<file path="src/rtl/dmem_pkg.sv">
// Shared types and constants for the data-memory cache and its line refill engine.
package dmem_pkg;

  localparam int WORD_W         = 32;
  localparam int DEF_LINE_WORDS = 4;

  typedef enum logic [1:0] {
    IDLE = 2'd0,
    WB   = 2'd1,
    FILL = 2'd2,
    DONE = 2'd3
  } state_t;

  // Width of a word index within a line; a line always has at least two words.
  function automatic int line_idx_w(input int line_words);
    return (line_words <= 2) ? 1 : $clog2(line_words);
  endfunction

endpackage

</file>
<file path="src/rtl/dmem_line_fill_if.sv">
// Request/response and backing-RAM bus between data_mem, the refill engine and the block RAM.
interface dmem_line_fill_if
  import dmem_pkg::*;
#(
  parameter int LINE_WORDS = DEF_LINE_WORDS,
  parameter int BRAM_AW    = 10
);

  logic                         req_valid;
  logic                         req_ready;
  logic [WORD_W-1:0]            req_fill_addr;
  logic                         req_wb;
  logic [WORD_W-1:0]            req_wb_addr;
  logic [WORD_W*LINE_WORDS-1:0] req_wb_line;
  logic [WORD_W*LINE_WORDS-1:0] fill_line;
  logic                         done;
  logic                         busy;
  logic [BRAM_AW-1:0]           mem_addr;
  logic [WORD_W-1:0]            mem_wdata;
  logic                         mem_we;
  logic                         mem_re;
  logic [WORD_W-1:0]            mem_rdata;

  // Cache and RAM side of the bus.
  modport master (
    output req_valid, req_fill_addr, req_wb, req_wb_addr, req_wb_line, mem_rdata,
    input  req_ready, fill_line, done, busy, mem_addr, mem_wdata, mem_we, mem_re
  );

  // Refill engine side of the bus.
  modport slave (
    input  req_valid, req_fill_addr, req_wb, req_wb_addr, req_wb_line, mem_rdata,
    output req_ready, fill_line, done, busy, mem_addr, mem_wdata, mem_we, mem_re
  );

endinterface

</file>
<file path="src/rtl/dmem_rd_pipe.sv">
// Read-return tracker: carries {valid, word index} alongside the RAM read latency so the
// capture logic knows which line slot the returning mem_rdata belongs to.
module dmem_rd_pipe
  import dmem_pkg::*;
#(
  parameter int STAGES = 1,
  parameter int IDX_W  = 2
) (
  input  logic             clk,
  input  logic             rst_n,
  input  logic             in_vld,
  input  logic [IDX_W-1:0] in_idx,
  output logic             out_vld,
  output logic [IDX_W-1:0] out_idx
);

  logic [STAGES-1:0]            vld_p;
  logic [STAGES-1:0][IDX_W-1:0] idx_p;

  always_ff @(posedge clk or negedge rst_n) begin
    if (!rst_n) begin
      vld_p <= '0;
      idx_p <= '0;
    end else begin
      vld_p[0] <= in_vld;
      idx_p[0] <= in_idx;
      for (int i = 1; i < STAGES; i++) begin
        vld_p[i] <= vld_p[i-1];
        idx_p[i] <= idx_p[i-1];
      end
    end
  end

  assign out_vld = vld_p[STAGES-1];
  assign out_idx = idx_p[STAGES-1];

endmodule

</file>
<file path="src/rtl/dmem_line_fill.sv">
// Line refill/writeback engine: optional dirty-victim writeback, then a word-by-word line
// fetch from the backing block RAM, returned to the cache as one line with a done pulse.
module dmem_line_fill
  import dmem_pkg::*;
#(
  parameter int LINE_WORDS = DEF_LINE_WORDS,
  parameter int MEM_LAT    = 1,
  parameter int BRAM_AW    = 10
) (
  input logic             clk,
  input logic             rst_n,
  dmem_line_fill_if.slave bus
);

  localparam int               IDX_W    = line_idx_w(LINE_WORDS);
  localparam int               CNT_W    = IDX_W + 1;
  localparam logic [CNT_W-1:0] CNT_LAST = CNT_W'(LINE_WORDS - 1);
  localparam logic [CNT_W-1:0] CNT_FULL = CNT_W'(LINE_WORDS);
  localparam logic [IDX_W-1:0] IDX_LAST = IDX_W'(LINE_WORDS - 1);

  state_t                          state, state_nx;
  logic [CNT_W-1:0]                cnt;
  logic [IDX_W-1:0]                idx;
  logic                            accept;
  logic                            wr_act;
  logic                            rd_act;
  logic                            cap_vld;
  logic [IDX_W-1:0]                cap_idx;
  logic [BRAM_AW-1:0]              fill_base;
  logic [BRAM_AW-1:0]              wb_base;
  logic [LINE_WORDS-1:0][WORD_W-1:0] wb_q;
  logic [LINE_WORDS-1:0][WORD_W-1:0] fill_q;
  logic                            addr_unused;

  function automatic logic [BRAM_AW-1:0] line_base(input logic [BRAM_AW-1:0] word_addr);
    return word_addr & ~BRAM_AW'(LINE_WORDS - 1);
  endfunction

  assign accept = (state == IDLE) && bus.req_valid;
  assign wr_act = (state == WB);
  assign rd_act = (state == FILL) && (cnt != CNT_FULL);
  assign idx    = cnt[IDX_W-1:0];

  // Byte offset and bits above the RAM space never address a word.
  assign addr_unused = ^{bus.req_fill_addr[WORD_W-1:BRAM_AW+2], bus.req_fill_addr[1:0],
                         bus.req_wb_addr[WORD_W-1:BRAM_AW+2], bus.req_wb_addr[1:0]};

  always_ff @(posedge clk or negedge rst_n) begin
    if (!rst_n) state <= IDLE;
    else        state <= state_nx;
  end

  always_comb begin
    state_nx = state;
    unique case (state)
      IDLE:    if (bus.req_valid) state_nx = bus.req_wb ? WB : FILL;
      WB:      if (cnt == CNT_LAST) state_nx = FILL;
      FILL:    if (cap_vld && (cap_idx == IDX_LAST)) state_nx = DONE;
      DONE:    state_nx = IDLE;
      default: state_nx = IDLE;
    endcase
  end

  // Word counter restarts on every phase change; in FILL it parks at LINE_WORDS once all reads are out.
  always_ff @(posedge clk or negedge rst_n) begin
    if (!rst_n)                    cnt <= '0;
    else if (state_nx != state)    cnt <= '0;
    else if (wr_act || rd_act)     cnt <= cnt + 1'b1;
  end

  always_ff @(posedge clk or negedge rst_n) begin
    if (!rst_n) begin
      fill_base <= '0;
      wb_base   <= '0;
    end else if (accept) begin
      fill_base <= line_base(bus.req_fill_addr[BRAM_AW+1:2]);
      wb_base   <= line_base(bus.req_wb_addr[BRAM_AW+1:2]);
    end
  end

  always_ff @(posedge clk) begin
    if (accept) wb_q <= bus.req_wb_line;
  end

  dmem_rd_pipe #(
    .STAGES (MEM_LAT),
    .IDX_W  (IDX_W)
  ) u_rd_pipe (
    .clk     (clk),
    .rst_n   (rst_n),
    .in_vld  (rd_act),
    .in_idx  (idx),
    .out_vld (cap_vld),
    .out_idx (cap_idx)
  );

  always_ff @(posedge clk or negedge rst_n) begin
    if (!rst_n)       fill_q          <= '0;
    else if (cap_vld) fill_q[cap_idx] <= bus.mem_rdata;
  end

  always_comb begin
    bus.mem_addr  = '0;
    bus.mem_wdata = '0;
    if (wr_act) begin
      bus.mem_addr  = wb_base + BRAM_AW'(idx);
      bus.mem_wdata = wb_q[idx];
    end else if (rd_act) begin
      bus.mem_addr  = fill_base + BRAM_AW'(idx);
    end
  end

  assign bus.mem_we    = wr_act;
  assign bus.mem_re    = rd_act;
  assign bus.done      = (state == DONE);
  assign bus.req_ready = (state == IDLE);
  assign bus.busy      = (state != IDLE);
  assign bus.fill_line = fill_q;

endmodule

</file>
<file path="src/flat_wrapper.sv">
// flat-port wrapper written by rule: the top's interface ports become plain ports
module dmem_line_fill_flat import dmem_pkg::*;
#(
  parameter int LINE_WORDS = DEF_LINE_WORDS,
  parameter int MEM_LAT    = 1,
  parameter int BRAM_AW    = 10
)
  (clk, rst_n, bus_req_valid, bus_req_fill_addr, bus_req_wb, bus_req_wb_addr, bus_req_wb_line, bus_mem_rdata, bus_req_ready, bus_fill_line, bus_done, bus_busy, bus_mem_addr, bus_mem_wdata, bus_mem_we, bus_mem_re);
  dmem_line_fill_if #(.LINE_WORDS(LINE_WORDS), .BRAM_AW(BRAM_AW)) bus_i ();
  input logic clk;
  input logic rst_n;
  input wire logic [$bits(bus_i.req_valid)-1:0] bus_req_valid;
  input wire logic [$bits(bus_i.req_fill_addr)-1:0] bus_req_fill_addr;
  input wire logic [$bits(bus_i.req_wb)-1:0] bus_req_wb;
  input wire logic [$bits(bus_i.req_wb_addr)-1:0] bus_req_wb_addr;
  input wire logic [$bits(bus_i.req_wb_line)-1:0] bus_req_wb_line;
  input wire logic [$bits(bus_i.mem_rdata)-1:0] bus_mem_rdata;
  output wire logic [$bits(bus_i.req_ready)-1:0] bus_req_ready;
  output wire logic [$bits(bus_i.fill_line)-1:0] bus_fill_line;
  output wire logic [$bits(bus_i.done)-1:0] bus_done;
  output wire logic [$bits(bus_i.busy)-1:0] bus_busy;
  output wire logic [$bits(bus_i.mem_addr)-1:0] bus_mem_addr;
  output wire logic [$bits(bus_i.mem_wdata)-1:0] bus_mem_wdata;
  output wire logic [$bits(bus_i.mem_we)-1:0] bus_mem_we;
  output wire logic [$bits(bus_i.mem_re)-1:0] bus_mem_re;
  assign bus_i.req_valid = bus_req_valid;
  assign bus_i.req_fill_addr = bus_req_fill_addr;
  assign bus_i.req_wb = bus_req_wb;
  assign bus_i.req_wb_addr = bus_req_wb_addr;
  assign bus_i.req_wb_line = bus_req_wb_line;
  assign bus_i.mem_rdata = bus_mem_rdata;
  assign bus_req_ready = bus_i.req_ready;
  assign bus_fill_line = bus_i.fill_line;
  assign bus_done = bus_i.done;
  assign bus_busy = bus_i.busy;
  assign bus_mem_addr = bus_i.mem_addr;
  assign bus_mem_wdata = bus_i.mem_wdata;
  assign bus_mem_we = bus_i.mem_we;
  assign bus_mem_re = bus_i.mem_re;
  dmem_line_fill #(.LINE_WORDS(LINE_WORDS), .MEM_LAT(MEM_LAT), .BRAM_AW(BRAM_AW)) u_core (.clk(clk), .rst_n(rst_n), .bus(bus_i));
endmodule
</file>
<file path="config.mk">
export PLATFORM = sky130hd
export DESIGN_NAME = dmem_line_fill_flat
export DESIGN_NICKNAME = d
export VERILOG_FILES = /design/src/rtl/dmem_pkg.sv /design/src/rtl/dmem_line_fill_if.sv /design/src/rtl/dmem_rd_pipe.sv /design/src/rtl/dmem_line_fill.sv /design/src/flat_wrapper.sv
export SDC_FILE = /design/constraint.sdc
export NUM_CORES = 1
export LEC_CHECK = 0
export CORE_ASPECT_RATIO = 0.6
export CORE_MARGIN = 10
export CORE_UTILIZATION = 49
export CTS_BUF_LIST = sky130_fd_sc_hd__clkbuf_2
export CTS_CLUSTER_SIZE = 10
export DETAILED_ROUTE_END_ITERATION = 8
export PLACE_DENSITY = 0.88
export SYNTH_ARGS = -nofsm -noshare
export SYNTH_HDL_FRONTEND = slang
export SYNTH_SLANG_ARGS = --single-unit
</file>
<file path="constraint.sdc">
create_clock -name clk -period 5.75 [get_ports clk]
set_input_delay 1.725 -clock clk [delete_from_list [all_inputs] [get_ports clk]]
set_output_delay 1.725 -clock clk [all_outputs]
set_load 0.1 [all_outputs]
</file>
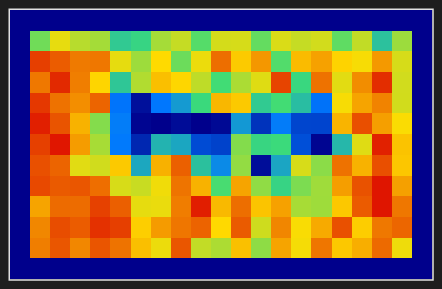
(cell area per tile)
(2 px per um) The die is cut into 21 by 13 equal tiles; dark blue is low, red is high, 0 to 100% covered.
The emptiest ninth of the die: center. The mean over all tiles is 52%. 39% of the tiles are over 75% full. 25% of the tiles are nearly empty. The fullest tile reaches 98%.
Placeable Area: 0.0213 mm2
fp util: 0.504
Util after Layout: 0.713

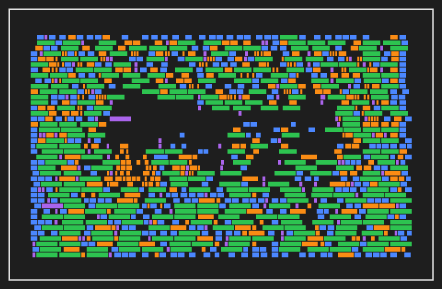
(placed cells, one color a class)
(2 px per um)
Key: remaining buffers and delay cells = blue [cells 370, share of their area 25%]; clock drivers and dummy loads = purple [cells 112, share of their area 4.1%]; registers = green [cells 280, share of their area 52%]; remaining logic cells = orange [cells 327, share of their area 20%]
placement row count: 41
flop share of the area: 0.504
post-route cell area: 0.0152 mm2

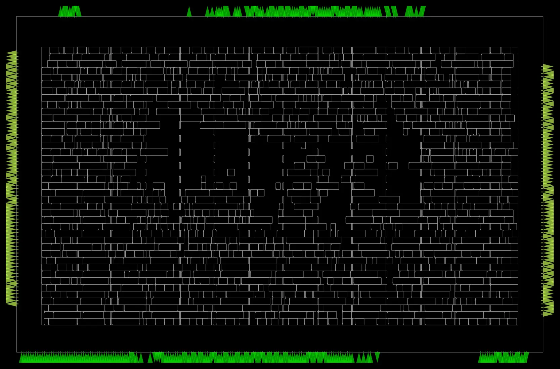
(cell placement)
tap cell count: 279
non-filler cells, final: 1,368
Flop Count: 280
fill count: 1,404

==> results.yml <==
# generated from flow reports
run_status:
  status: "completed"
yosys:
  synth.area.mux_share: 0.185
  synthCells: 640
  yosysUniqueCellTypes: 38
  yosys-top-cells-area: "edfxtp_1 (36%), dfrtp_1 (35%), mux2_2 (11%)"
  netlist.area_leader.share: 0.358
  syn_area_per_cell_um2: 16.8
  synth-edff-count: 128
  synth_flops: 280
  yosysTopAreaCell: "edfxtp_1"
  yosysMostFrequentCell: "dfrtp_1"
  yosys.area_share.aoi: 0.0157
  async_reset_ff_frac: 0.543
  yosys-stat-cells: 640
  yosys_area_mm2: 0.0107
  syn-cell-area_mm2: 0.0107
  ys_sh_adder: 0.00350
  flop_cell: "dfrtp_1"
  top_cells_by_count: "dfrtp_1 (152), edfxtp_1 (128), mux2_2 (103)"
  yosys.area_share.xor_xnor: 0
  topCombFamilyByArea: "multiplexers"
  yosysWarnings: 0
  seq_area_frac_synth: 0.712
  syn-num-nets: 871
  ys_sh_simple: 0.0656
cts:
  cts_root_buf: "clkbuf_2"
  cts_buffers: 61
  clkTransAtPathRegs_ns: 0.11
  postCtsHoldBufs: 0
  cts_sinks: 280
  insertion_delay_ns: 0.88
  cts_setup_buffers: 0
  cts_tree: "done"
  post_cts_resized: 1
  htreeDepth: 2
  clockBufferDepth: 3
routing:
  ant_nets: 0
  drt-met1-wl_mm: 11.9
  via_per_inst: 5.13
  drtPass1Iterations: 4
  remaining_drc_errors: 0
  drt-initial-drc-count: 428
  wire_per_inst_um: 22.9
  dr_wl_met3_mm: 3.27
  route.met2.wl_mm: 15.9
  dr.max_layer_used: "met4"
critical_path:
  rrSetupSlack_ns: 3.27
  crit_end: "bus_mem_wdata[18]"
  r2r_start: "u_core.state[1]$_DFF_PN0_"
  cp-end-kind: "output port"
  rr_worst_depth: 4
  critical_path_required_ns: 4.03
  cp_max_fo: 22
  reg2reg_to: "u_core.wb_q[21]$_DFFE_PP_"
  crit_arrival_ns: 3.65
  crit_start: "u_core.cnt[0]$_DFFE_PN0P_"
  critPathKind: "register to output port"
  critPathLaunchType: "register"
global_route:
  overflow: 0
  grt_pass1_wl_mm: 47.3
  met2_usage: 0.372
  grt_max_degree: 92
  grt_use_met1: 0.254
  grtUsageTotal: 0.219
  antenna_found_initial: 0
  grt_pass1_vias: 7643
  top_usage_layer: "met2"
  met3_usage: 0.0929
worst_hold_path:
  min_delay_path_depth: 2
  hp-start: "u_core.bus.fill_line[110]$_DFFE_PN0P_"
  hp-class: "register to register"
  hold_path_end: "u_core.bus.fill_line[110]$_DFFE_PN0P_"
timing:
  final.setup_skew_ns: 0.0578
  setup_viol: 0
  period_used_share: 0.935
  slew_headroom: 0.282
  holdWs_ns: 0.487
  hold_violations: 0
  fin_crit_ns: 5.37
  worst_slack_ns: 0.376
  worst_pin_slew_ns: 1.07
  fmax_ghz: 0.186
  setup-tns-final_ns: 0
  rsz0062_at_grt: "false"
  report.final.slew_viol_count: 0
cells_and_area:
  final_common_cell: "clkdlybuf4s50_1"
  final_nets: 1271
  num_antenna_cells: 0
  area_growth_pct: 41.3
  final_cell_mix: "clkdlybuf4s50_1 (335), dfrtp_1 (151), edfxtp_1 (128)"
  drive_above_1_share: 0.258
place:
  place_area_mm2: 0.0146
  place_inst: 1256
  gp_congestion: 0.785
  place_ws_ns: 0.936
  dp_hpwl_mm: 22.9
floorplanning:
  fp.dieH_um: 135
  die_w_um: 211
  dieArea_mm2: 0.0284
job:
  warnings: 75
  max_cap_violations: 0
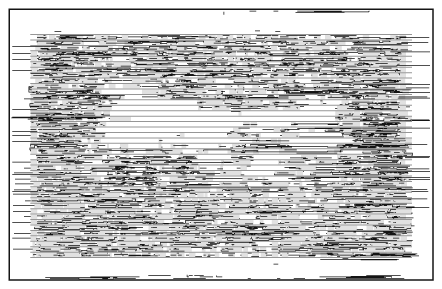
(M1 wires)
(2 px per um) Supply wires on this layer in gray. Cells faint in the background.
The layer carries 11,900 um of wire. The longest straight run is 57.5 um. The wires run mostly horizontal. The layer holds 38% of the routed length.
vias post-DR: 7,015
WL final: 31.4 mm

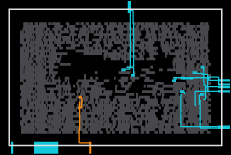
(I/O nets highlighted)
(1 px per um)
Key: bus_req_wb_addr = cyan [direction input, end cells 8, buffers 8, wire 508 um]; bus_req_wb = orange [direction input, end cells 2, buffers 1, wire 70.9 um]
port bufs: 354
Ports: 403

-- cell type report --
type	instances	area [um2]
flip-flops and latches	280	7650
fillers	1404	6120
repair buffers	370	3630
multi-input cells	321	2910
clock buffers	102	510
well taps	279	349
clock inverters	10	95.1
inverters	6	23.8
-- critical path, stage by stage, from the launching register on --
cell             delay (ns)
dfrtp_2                0.73
buf_12                 0.28
mux4_2                 0.54
and2_1                 0.17
clkdlybuf4s50_1        1.02
